run_1/floorplan.png
Bar = 50 um. Pins as bars on the die edge.
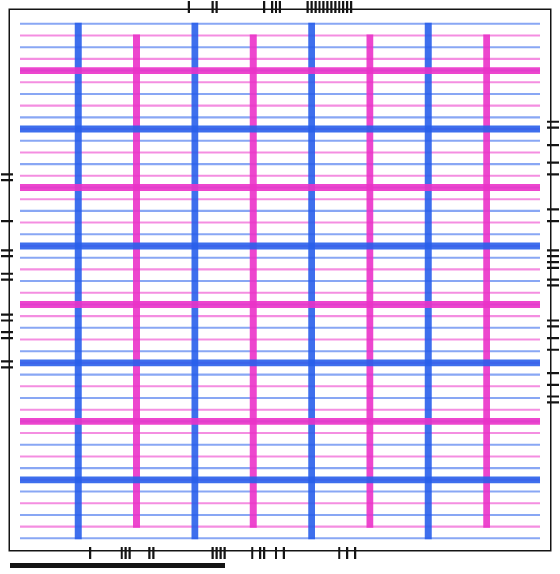
run_1/layers.png
Only two layers are drawn.
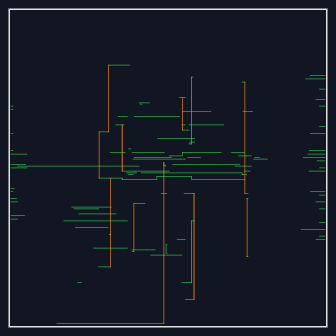
run_1/placed.png
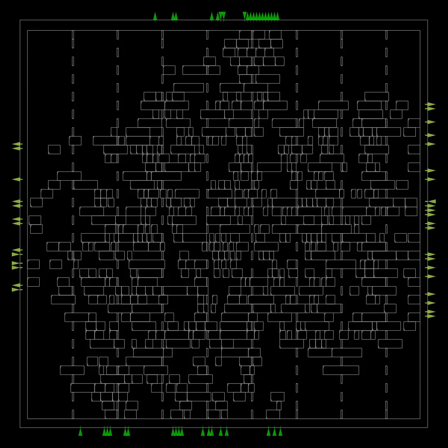
**config.mk**
```make
export PLATFORM = sky130hd
export DESIGN_NAME = z16_decode_stage
export DESIGN_NICKNAME = d
export VERILOG_FILES = /design/src/rtl/z16_pkg.sv /design/src/rtl/z16_decode_comb.sv /design/src/rtl/z16_decode_stage.sv
export SDC_FILE = /design/constraint.sdc
export NUM_CORES = 1
export LEC_CHECK = 0
export CORE_MARGIN = 2
export CORE_UTILIZATION = 30
export DETAILED_ROUTE_END_ITERATION = 10
export GPL_TIMING_DRIVEN = 0
export MAX_ROUTING_LAYER = met4
export SLEW_MARGIN = 20
export SYNTH_ARGS = -nofsm -noshare
export SYNTH_HDL_FRONTEND = slang
export SYNTH_SLANG_ARGS = --single-unit
export TNS_END_PERCENT = 50
```
**constraint.sdc**
```tcl
create_clock -name i_clk -period 8.8 [get_ports i_clk]
set_input_delay 2.2 -clock i_clk [delete_from_list [all_inputs] [get_ports i_clk]]
set_output_delay 2.2 -clock i_clk [all_outputs]
set_load 0.01 [all_outputs]
```
**src/rtl/z16_pkg.sv**
```systemverilog
// Z16 shared ISA constants and decoded-control bundle.
// Imported by the decode stage and its combinational decoder.
package z16_pkg;

  localparam logic [3:0] OP_ADD  = 4'h0;
  localparam logic [3:0] OP_SUB  = 4'h1;
  localparam logic [3:0] OP_AND  = 4'h2;
  localparam logic [3:0] OP_OR   = 4'h3;
  localparam logic [3:0] OP_XOR  = 4'h4;
  localparam logic [3:0] OP_SLL  = 4'h5;
  localparam logic [3:0] OP_SRL  = 4'h6;
  localparam logic [3:0] OP_SRA  = 4'h7;
  localparam logic [3:0] OP_ADDI = 4'h8;
  localparam logic [3:0] OP_LD   = 4'h9;
  localparam logic [3:0] OP_LI   = 4'hA;
  localparam logic [3:0] OP_ST   = 4'hB;
  localparam logic [3:0] OP_BEQ  = 4'hC;
  localparam logic [3:0] OP_JAL  = 4'hD;

  localparam logic [3:0] ALU_ADD   = 4'h0;
  localparam logic [3:0] ALU_SUB   = 4'h1;
  localparam logic [3:0] ALU_AND   = 4'h2;
  localparam logic [3:0] ALU_OR    = 4'h3;
  localparam logic [3:0] ALU_XOR   = 4'h4;
  localparam logic [3:0] ALU_SLL   = 4'h5;
  localparam logic [3:0] ALU_SRL   = 4'h6;
  localparam logic [3:0] ALU_SRA   = 4'h7;
  localparam logic [3:0] ALU_PASSB = 4'h8;

  // imm is kept as 8 signed bits; widened to XLEN at the stage output
  typedef struct packed {
    logic [3:0] opcode;
    logic [3:0] rd;
    logic [3:0] rs1;
    logic [3:0] rs2;
    logic [7:0] imm;
    logic       rd_we;
    logic       mem_we;
    logic       mem_re;
    logic [3:0] alu_ctrl;
    logic       alu_src_imm;
    logic       branch;
    logic       jump;
    logic       illegal;
  } ctrl_t;

endpackage

```
**src/rtl/z16_decode_comb.sv**
```systemverilog
// Pure combinational Z16 instruction decoder.
// Ports: instr_i -> ctrl_o (control bundle), src_o {rd-as-src, rs1, rs2} reads.
module z16_decode_comb
  import z16_pkg::*;
(
  input  logic [15:0] instr_i,
  output ctrl_t       ctrl_o,
  output logic [2:0]  src_o
);

  logic [7:0] imm4;
  logic [7:0] imm8;

  assign imm4 = {{4{instr_i[15]}}, instr_i[15:12]};
  assign imm8 = instr_i[15:8];

  always_comb begin
    ctrl_o        = '0;
    src_o         = 3'b000;
    ctrl_o.opcode = instr_i[3:0];
    ctrl_o.rd     = instr_i[7:4];
    ctrl_o.rs1    = instr_i[11:8];
    ctrl_o.rs2    = instr_i[15:12];
    if (!instr_i[3]) begin
      ctrl_o.rd_we    = 1'b1;
      ctrl_o.alu_ctrl = instr_i[3:0];
      src_o           = 3'b011;
    end else begin
      case (instr_i[3:0])
        OP_ADDI: begin
          ctrl_o.imm         = imm4;
          ctrl_o.rd_we       = 1'b1;
          ctrl_o.alu_src_imm = 1'b1;
          ctrl_o.alu_ctrl    = ALU_ADD;
          src_o              = 3'b010;
        end
        OP_LD: begin
          ctrl_o.imm      = imm4;
          ctrl_o.rd_we    = 1'b1;
          ctrl_o.mem_re   = 1'b1;
          ctrl_o.alu_ctrl = ALU_ADD;
          src_o           = 3'b010;
        end
        OP_LI: begin
          ctrl_o.imm         = imm8;
          ctrl_o.rd_we       = 1'b1;
          ctrl_o.alu_src_imm = 1'b1;
          ctrl_o.alu_ctrl    = ALU_PASSB;
        end
        OP_ST: begin
          ctrl_o.imm      = imm4;
          ctrl_o.mem_we   = 1'b1;
          ctrl_o.alu_ctrl = ALU_ADD;
          src_o           = 3'b110;
        end
        OP_BEQ: begin
          ctrl_o.imm      = imm4;
          ctrl_o.branch   = 1'b1;
          ctrl_o.alu_ctrl = ALU_SUB;
          src_o           = 3'b110;
        end
        OP_JAL: begin
          ctrl_o.imm      = imm8;
          ctrl_o.rd_we    = 1'b1;
          ctrl_o.jump     = 1'b1;
          ctrl_o.alu_ctrl = ALU_ADD;
        end
        default: ctrl_o.illegal = 1'b1;
      endcase
    end
  end

endmodule

```
**src/rtl/z16_decode_stage.sv**
```systemverilog
// Z16 decode stage: decoder, 2-entry skid buffer, register scoreboard.
// Ports: i_valid/o_ready in, o_valid/i_ready out, o_* controls, i_wb_* clears.
module z16_decode_stage
  import z16_pkg::*;
#(
  parameter int XLEN       = 16,
  parameter bit SKID       = 1'b1,
  parameter bit SCOREBOARD = 1'b1
) (
  input  logic            i_clk,
  input  logic            i_rst,
  input  logic            i_valid,
  output logic            o_ready,
  input  logic [15:0]     i_instr,
  input  logic            i_flush,
  output logic            o_valid,
  input  logic            i_ready,
  output logic [3:0]      o_opcode,
  output logic [3:0]      o_rd_addr,
  output logic [3:0]      o_rs1_addr,
  output logic [3:0]      o_rs2_addr,
  output logic [XLEN-1:0] o_imm,
  output logic            o_rd_we,
  output logic            o_mem_we,
  output logic            o_mem_re,
  output logic [3:0]      o_alu_ctrl,
  output logic            o_alu_src_imm,
  output logic            o_branch,
  output logic            o_jump,
  output logic            o_illegal,
  input  logic            i_wb_valid,
  input  logic [3:0]      i_wb_addr
);

  ctrl_t       dec;
  logic [2:0]  src;
  ctrl_t       e0_q, e0_d, e1_q, e1_d;
  logic [1:0]  cnt_q, cnt_d;
  logic [15:0] busy_q, busy_d;
  logic        hazard, space, push, pop;

  z16_decode_comb u_dec (
    .instr_i (i_instr),
    .ctrl_o  (dec),
    .src_o   (src)
  );

  assign hazard = i_valid &
    ((src[2] & busy_q[dec.rd]) |
     (src[1] & busy_q[dec.rs1]) |
     (src[0] & busy_q[dec.rs2]) |
     (dec.rd_we & busy_q[dec.rd]));

  // single-entry mode may refill in the same cycle it drains
  assign space   = SKID ? (cnt_q != 2'd2)
                        : ((cnt_q == 2'd0) | i_ready);
  assign o_ready = ~hazard & space;
  assign o_valid = (cnt_q != 2'd0);
  assign push    = i_valid & o_ready & ~i_flush;
  assign pop     = o_valid & i_ready & ~i_flush;

  always_comb begin
    e0_d  = e0_q;
    e1_d  = e1_q;
    cnt_d = cnt_q;
    if (i_flush) begin
      e0_d  = '0;
      e1_d  = '0;
      cnt_d = 2'd0;
    end else begin
      case ({push, pop})
        2'b10: begin
          if (cnt_q == 2'd0) e0_d = dec;
          else               e1_d = dec;
          cnt_d = cnt_q + 2'd1;
        end
        2'b01: begin
          e0_d  = e1_q;
          cnt_d = cnt_q - 2'd1;
        end
        2'b11: begin
          if (cnt_q == 2'd1) begin
            e0_d = dec;
          end else begin
            e0_d = e1_q;
            e1_d = dec;
          end
        end
        default: ;
      endcase
    end
  end

  // clear first so a same-cycle set on the same register wins
  always_comb begin
    busy_d = busy_q;
    if (i_wb_valid) busy_d[i_wb_addr] = 1'b0;
    if (SCOREBOARD && push && dec.rd_we) busy_d[dec.rd] = 1'b1;
    if (i_flush) busy_d = '0;
  end

  always_ff @(posedge i_clk) begin
    if (i_rst) begin
      e0_q   <= '0;
      e1_q   <= '0;
      cnt_q  <= 2'd0;
      busy_q <= '0;
    end else begin
      e0_q   <= e0_d;
      e1_q   <= e1_d;
      cnt_q  <= cnt_d;
      busy_q <= busy_d;
    end
  end

  assign o_opcode      = e0_q.opcode;
  assign o_rd_addr     = e0_q.rd;
  assign o_rs1_addr    = e0_q.rs1;
  assign o_rs2_addr    = e0_q.rs2;
  assign o_imm         = {{(XLEN-8){e0_q.imm[7]}}, e0_q.imm};
  assign o_rd_we       = e0_q.rd_we;
  assign o_mem_we      = e0_q.mem_we;
  assign o_mem_re      = e0_q.mem_re;
  assign o_alu_ctrl    = e0_q.alu_ctrl;
  assign o_alu_src_imm = e0_q.alu_src_imm;
  assign o_branch      = e0_q.branch;
  assign o_jump        = e0_q.jump;
  assign o_illegal     = e0_q.illegal;

endmodule
```
==> results.toml, run 1 <==
# flow metrics
[cells_and_area]
sh_seq_area_pct = 31.2
final_core_utilization_pct = 39.0
clockNetworkAreaShare_pct = 5.74
regMostFlops = "e1_q"
nClkBuffers = 10
area_delta_synth_final_pct = 27.2
antennaDiodeCount = 0
logic_area_mm2 = 0.00237
seq_area_mm2 = 0.00176
final_cell_area_mm2 = 0.00564
nonClkBufAreaFrac_pct = 16.0
layout_top_cell = "dfxtp_1"

[clocking]
clk_latency_ns = 0.35
cts_buffer_depth = 2
cts_tree = "yes"
htreeDepth = 3
cts_buffers = 9
ctsHoldBuffers = 0

[placed_design]
pre_cts_ws_ns = 1.79
hpwl_um = 10800
place_inst = 777
io_buffer_count = 65

[pwr]
switching_power_uw = 254
clockPowerShare_pct = 43.6
leakage_uw = 0.00192
power_uw = 991
p_seq_uw = 413
pwr.group.clock_uw = 432
power.group.top = "the clock network"
seqPwrFrac_pct = 41.7
p_sw_share_pct = 25.6

[route]
wl_um = 14300
route.detailed.drc = 0
wl_met2_um = 6400
dr.first_iter.drc_count = 378
postRouteAntennaNets = 0
route.vias.total = 4372
wl_met1_um = 6780

[global_routing]
grt_busiest_layer = "met2"
grtUsageMet3_pct = 2.17
grt_util_met2_pct = 28.0
grtUsageTotal_pct = 18.4
grt_pass1_wl_um = 22400

[yosys]
synth-compound-area-share_pct = 26.9
flop_cell = "dfxtp_1"
yosysCellCount = 528
synth_area_mm2 = 0.00444
synth-edff-count = 0
common_cells = "dfxtp_1, nand2_1, nor2_1, a21oi_1, clkbuf_1"
yosysUniqueCellTypes = 50
syn_avg_cell_area_um2 = 8.40
yosys-top-cells-area = "dfxtp_1, nand2_1, a211oi_1"
yosysWarnings = 0
top_area_share_pct = 39.7
largest_area_cell = "dfxtp_1"

[timing]
finalHoldViolCount = 0
slew_headroom_pct = 52.2
final.setup.tns_ns = 0
setup_viol = 0

[hold_path]
hp-class = "reg -> reg"
hold_start = "e1_q[30]$_SDFFE_PP0P_"
hold_path_end = "e1_q[30]$_SDFFE_PP0P_"
min_path_cells = 2

[floorplan]
chipArea_mm2 = 0.0158
die_x_um = 126
fp-utilization_pct = 30.6

[setup_path]
rr_endpoint = "o_rd_we$_SDFFE_PP0P_"
critPathTopFamily = "buffers and inverters"
critPathKind = "in -> out"
cp_num_buf_inv = 3
slowest_delay_ns = 0.58

[status]
status = "complete, no violations"

[flow_run]
max_cap_viol_count = 0
-- floorplan.png (at the start) --
| net | color |
|---|---|
| VDD | magenta |
| VSS | blue |
signal pins: 71
met1 rails: 45
met4 straps: 8
core area: 0.0145 mm2
die height: 126 um
maximum vdd ir drop: 0.108 mV

-- layers.png (at the start) --
| layer | color | wire length |
|---|---|---|
| M4 | orange | 355 um |
| M3 | green | 729 um |

-- placed.png (at the start) --
flop count: 88
n_taps: 184
Final Instance Count excl. Fillers: 791
Site Rows: 44
fill cell count: 1442

## Run 2: what changed since run 1
==> constraint.sdc (replaced) <==
create_clock -name i_clk -period 6.5 [get_ports i_clk]
set_input_delay 1.625 -clock i_clk [delete_from_list [all_inputs] [get_ports i_clk]]
set_output_delay 1.625 -clock i_clk [all_outputs]
set_load 0.01 [all_outputs]
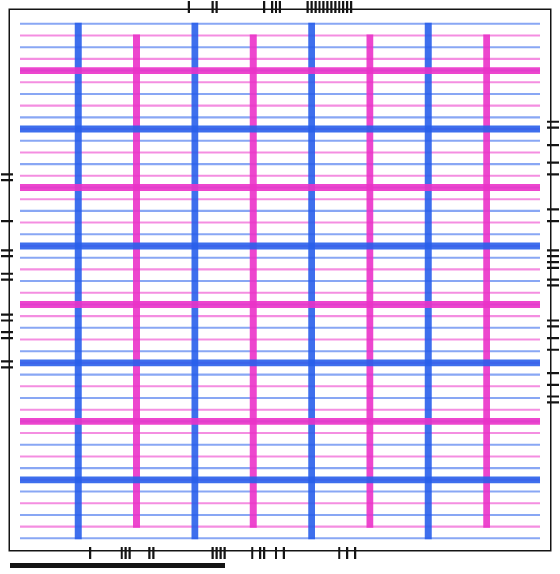
run_2/floorplan.png
Bar = 50 um. Pins as bars on the die edge.
maximum vdd ir drop: 0.146 mV
Die Span X: 126 um

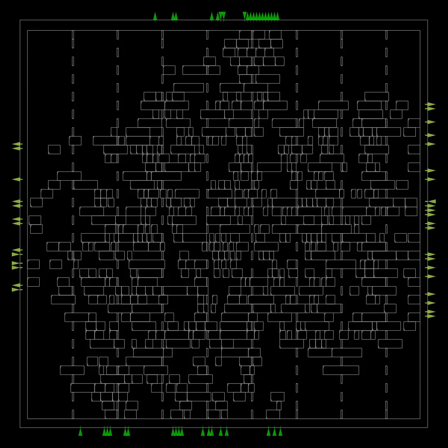
run_2/placed.png
Seq/total area: 31.2%
Final Util: 39.0%

==> run 2 against run 1 <==
- core utilization did not move
- final area did not move
- worst setup slack got worse by 1.1 ns
- cell count did not move
- sequential share of layout area did not move
- register-to-register slack got worse by 2.3 ns
- largest cell class unchanged
==> results.toml, run 2 <==
# flow metrics
[clocking]
htreeDepth = 3
cts_buffers = 9
cts_buffer_depth = 2
cts_sinks = 88
clk_latency_ns = 0.35
ctsHoldBuffers = 0
cts_tree = "yes"
clkTransAtPathRegs_ns = 0.06

[global_routing]
grt_util_met2_pct = 28.0
grtUsageTotal_pct = 18.4
use_met1_pct = 24.8
grt_busiest_layer = "met2"
grtUsageMet3_pct = 2.17
grt_pass1_wl_um = 22400

[pwr]
pwr-share-comb_pct = 14.7
seqPwrFrac_pct = 41.7
switching_power_uw = 344
power_uw = 1340
pwr.group.clock_uw = 585
p_sw_share_pct = 25.6
p_seq_uw = 559
leakage_uw = 0.00192
power.group.top = "the clock network"
clockPowerShare_pct = 43.6

[floorplan]
fp-utilization_pct = 30.6
chipArea_mm2 = 0.0158
num_rows = 44
pin_count = 71
coreArea_mm2 = 0.0145

[route]
drt-pass1-iter-count = 5
wl_met1_um = 6780
route.vias.total = 4372
postRouteAntennaNets = 0
dr.first_iter.drc_count = 378
wl_met2_um = 6400
route.detailed.drc = 0
wl_um = 14300

[yosys]
yosysUniqueCellTypes = 50
synth_area_mm2 = 0.00444
top_area_share_pct = 39.7
synth-compound-area-share_pct = 26.9
synth-edff-count = 0
syn_avg_cell_area_um2 = 8.40
yosysCellCount = 528
common_cells = "dfxtp_1, nand2_1, nor2_1, a21oi_1, clkbuf_1"
yosys-top-cells-area = "dfxtp_1, nand2_1, a211oi_1"
largest_area_cell = "dfxtp_1"
simple_gate_share_pct = 18.3
flop_cell = "dfxtp_1"
synth-async-reset-ratio_pct = 0
yosysWarnings = 0

[cells_and_area]
seq_cells = 88
area_delta_synth_final_pct = 27.2
clockNetworkAreaShare_pct = 5.74
nClkBuffers = 10
layout_top_cell = "dfxtp_1"
n_fill_cell = 1442
final_cell_area_mm2 = 0.00564
nonClkBufAreaFrac_pct = 16.0
regMostFlops = "e1_q"
seq_area_mm2 = 0.00176
antennaDiodeCount = 0
stdcell_count = 791
logic_area_mm2 = 0.00237

[hold_path]
hp-class = "reg -> reg"
min_path_cells = 2
hold_start = "e1_q[30]$_SDFFE_PP0P_"
hold_path_end = "e1_q[30]$_SDFFE_PP0P_"

[status]
status = "complete, no violations"

[setup_path]
slowest_delay_ns = 0.58
cp_num_buf_inv = 3
critPathArrivalTime_ns = 4.29
timing.rr.start = "busy_q[10]$_SDFF_PP0_"
rr_endpoint = "o_rd_we$_SDFFE_PP0P_"
critPathTopFamily = "buffers and inverters"
start_kind = "input pin"
critPathKind = "in -> out"
cp-end-kind = "primary output"

[placed_design]
place_inst = 777
io_buffer_count = 65
globalplace.congestion = 0.885
dpl_cell_area_mm2 = 0.00532
hpwl_um = 10800
pre_cts_ws_ns = 0.614

[timing]
finalClockSkew_ns = 0.00633
finalHoldViolCount = 0
max_freq_mhz = 169
setup_viol = 0
slew_headroom_pct = 52.2
final.setup.tns_ns = 0

[flow_run]
max_cap_viol_count = 0
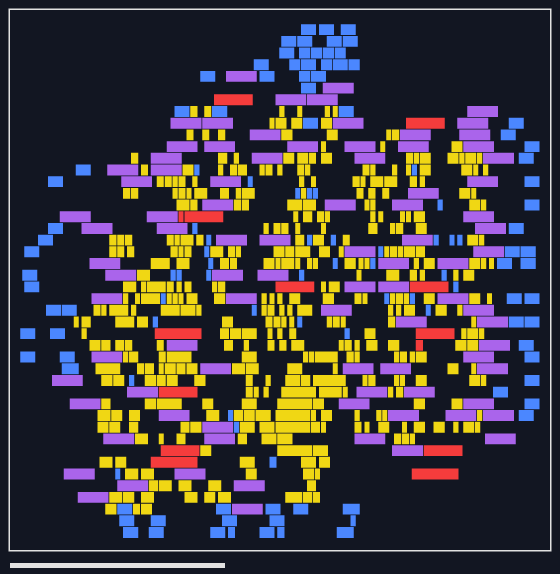
run_2/class_map.png
Bar = 50 um.
| class | color | cells |
|---|---|---|
| remaining logic cells | yellow | 388 |
| clock drivers and dummy loads | red | 14 |
| sequential cells | purple | 88 |
| remaining buffers and delay cells | blue | 117 |

run_2/clock_wires.png
Bar = 50 um.
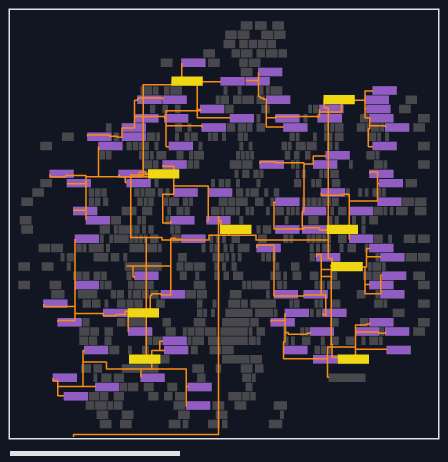

## Run 3: what changed since run 2
--- a/config.mk
+++ b/config.mk
@@ -5,11 +5,15 @@
 export SDC_FILE = /design/constraint.sdc
 export NUM_CORES = 1
 export LEC_CHECK = 0
+export CAP_MARGIN = 10
+export CELL_PAD_IN_SITES_DETAIL_PLACEMENT = 1
+export CELL_PAD_IN_SITES_GLOBAL_PLACEMENT = 1
 export CORE_MARGIN = 2
 export CORE_UTILIZATION = 30
 export DETAILED_ROUTE_END_ITERATION = 10
 export GPL_TIMING_DRIVEN = 0
 export MAX_ROUTING_LAYER = met4
+export PLACE_DENSITY_LB_ADDON = 0.1
 export SLEW_MARGIN = 20
 export SYNTH_ARGS = -nofsm -noshare
 export SYNTH_HDL_FRONTEND = slang
==> constraint.sdc (replaced) <==
create_clock -name i_clk -period 5.7 [get_ports i_clk]
set_input_delay 1.425 -clock i_clk [delete_from_list [all_inputs] [get_ports i_clk]]
set_output_delay 1.425 -clock i_clk [all_outputs]
set_load 0.01 [all_outputs]
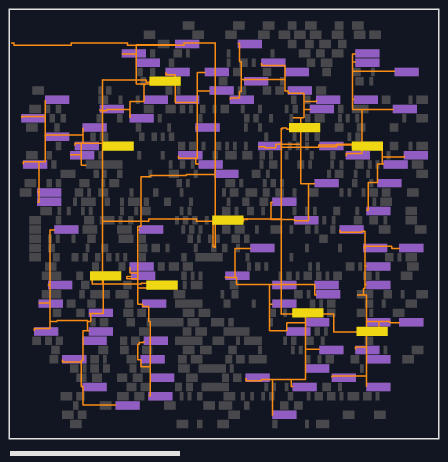
run_3/clock_wires.png
Bar = 50 um.
[clock wires] orange | length: 1310 um
[flip-flops] purple | count: 88
[clock-net drivers] yellow | count: 9
routed clock nets: 10
flops lie: spread over the die

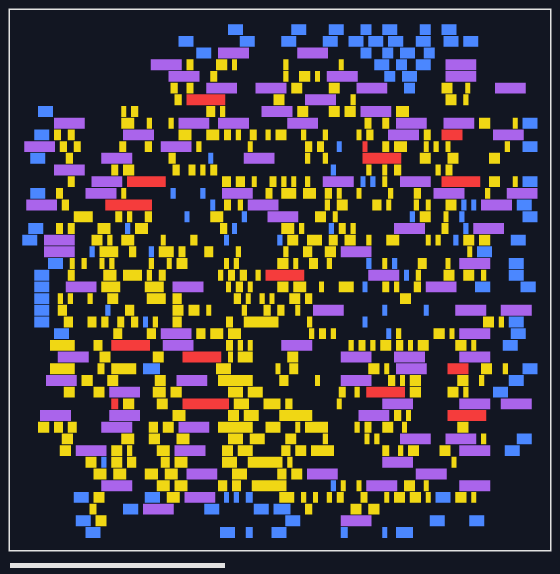
run_3/class_map.png
Bar = 50 um.
| class | color | cells |
|---|---|---|
| remaining logic cells | yellow | 388 |
| sequential cells | purple | 88 |
| remaining buffers and delay cells | blue | 117 |
| clock drivers and dummy loads | red | 15 |

==> run 3 against run 2 <==
- final area did not move
- global-route usage rose by 2.5 points
- synthesized area did not move
- cell count rose by 0.13%
- hold slack improved by 0.0020 ns
- first-iteration DRC count fell by 34%
- non-clock buffer count did not move
- register-to-register slack got worse by 0.89 ns
- via count barely moved
- worst setup slack got worse by 0.41 ns
==> results.toml, run 3 <==
# flow metrics
[yosys]
simple_gate_share_pct = 18.3
synth-edff-count = 0
top_area_share_pct = 39.7
flop_cell = "dfxtp_1"
synth-async-reset-ratio_pct = 0
yosys-top-cells-area = "dfxtp_1, nand2_1, a211oi_1"
synth_area_mm2 = 0.00444
yosysUniqueCellTypes = 50
synth-compound-area-share_pct = 26.9
syn_avg_cell_area_um2 = 8.40
yosysWarnings = 0
common_cells = "dfxtp_1, nand2_1, nor2_1, a21oi_1, clkbuf_1"

[cells_and_area]
nonClkBufAreaFrac_pct = 16.0
logic_area_mm2 = 0.00238
nClkBuffers = 12
clockNetworkAreaShare_pct = 5.70
stdcell_count = 792
sh_seq_area_pct = 31.2
final_core_utilization_pct = 39.0
final_cell_area_mm2 = 0.00564
n_fill_cell = 1721
regMostFlops = "e1_q"
antennaDiodeCount = 0
layout_top_cell = "dfxtp_1"
area_delta_synth_final_pct = 27.2

[pwr]
power.group.top = "the clock network"
pwr-share-comb_pct = 15.1
leakage_uw = 0.00192
seqPwrFrac_pct = 41.9
switching_power_uw = 399
p_sw_share_pct = 26.2
clockPowerShare_pct = 43.0

[setup_path]
critPathKind = "in -> out"
timing.rr.start = "busy_q[11]$_SDFF_PP0_"
critPathArrivalTime_ns = 4.10
critPathTopFamily = "buffers and inverters"
slowest_delay_ns = 0.58
rr_endpoint = "e1_q[15]$_SDFFE_PP0P_"
cp-end-kind = "primary output"
start_kind = "input pin"

[hold_path]
hold_path_end = "e1_q[33]$_SDFFE_PP0P_"
hold_start = "e1_q[33]$_SDFFE_PP0P_"

[clocking]
htreeDepth = 3
clkTransAtPathRegs_ns = 0.06
cts_buffers = 9
cts_sinks = 88
cts_tree = "yes"
cts_buffer_depth = 2

[route]
route.detailed.drc = 0
wl_met2_um = 7310
wl_met1_um = 7340
wl_um = 15800
drt-pass1-iter-count = 5
route.vias.total = 4369
dr.first_iter.drc_count = 250

[timing]
slew_headroom_pct = 46.8
finalClockSkew_ns = 0.00808
final.setup.tns_ns = 0
finalHoldViolCount = 0
setup_viol = 0

[floorplan]
die_x_um = 126
die_y_um = 126
taps = 184
coreArea_mm2 = 0.0145
fp-utilization_pct = 30.6

[status]
status = "complete, no violations"

[global_routing]
grtUsageMet3_pct = 4.38
grtUsageTotal_pct = 20.9

[flow_run]
max_cap_viol_count = 0

[placed_design]
pre_cts_ws_ns = -0.133
io_buffer_count = 65
globalplace.congestion = 0.870
place_inst = 777
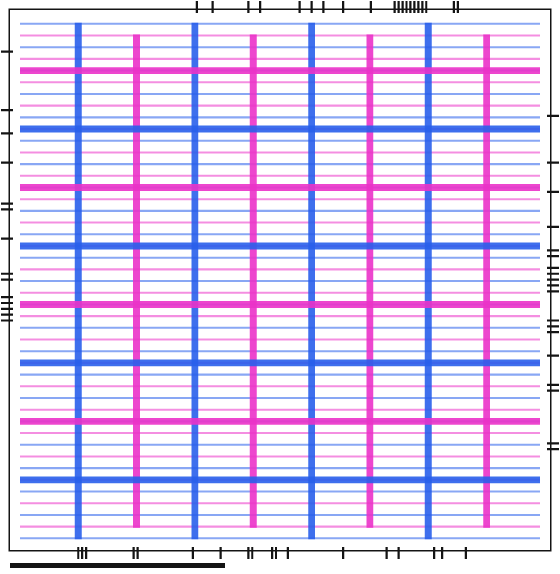
run_3/floorplan.png
Bar = 50 um. Pins as bars on the die edge.
| net | color |
|---|---|
| VSS | blue |
| VDD | magenta |
rows: 44
met5 straps: 8
met4 straps: 8
signal pins: 71
maximum vdd ir drop: 0.137 mV

No activity file was given, so power comes from the tool's default toggle rates.
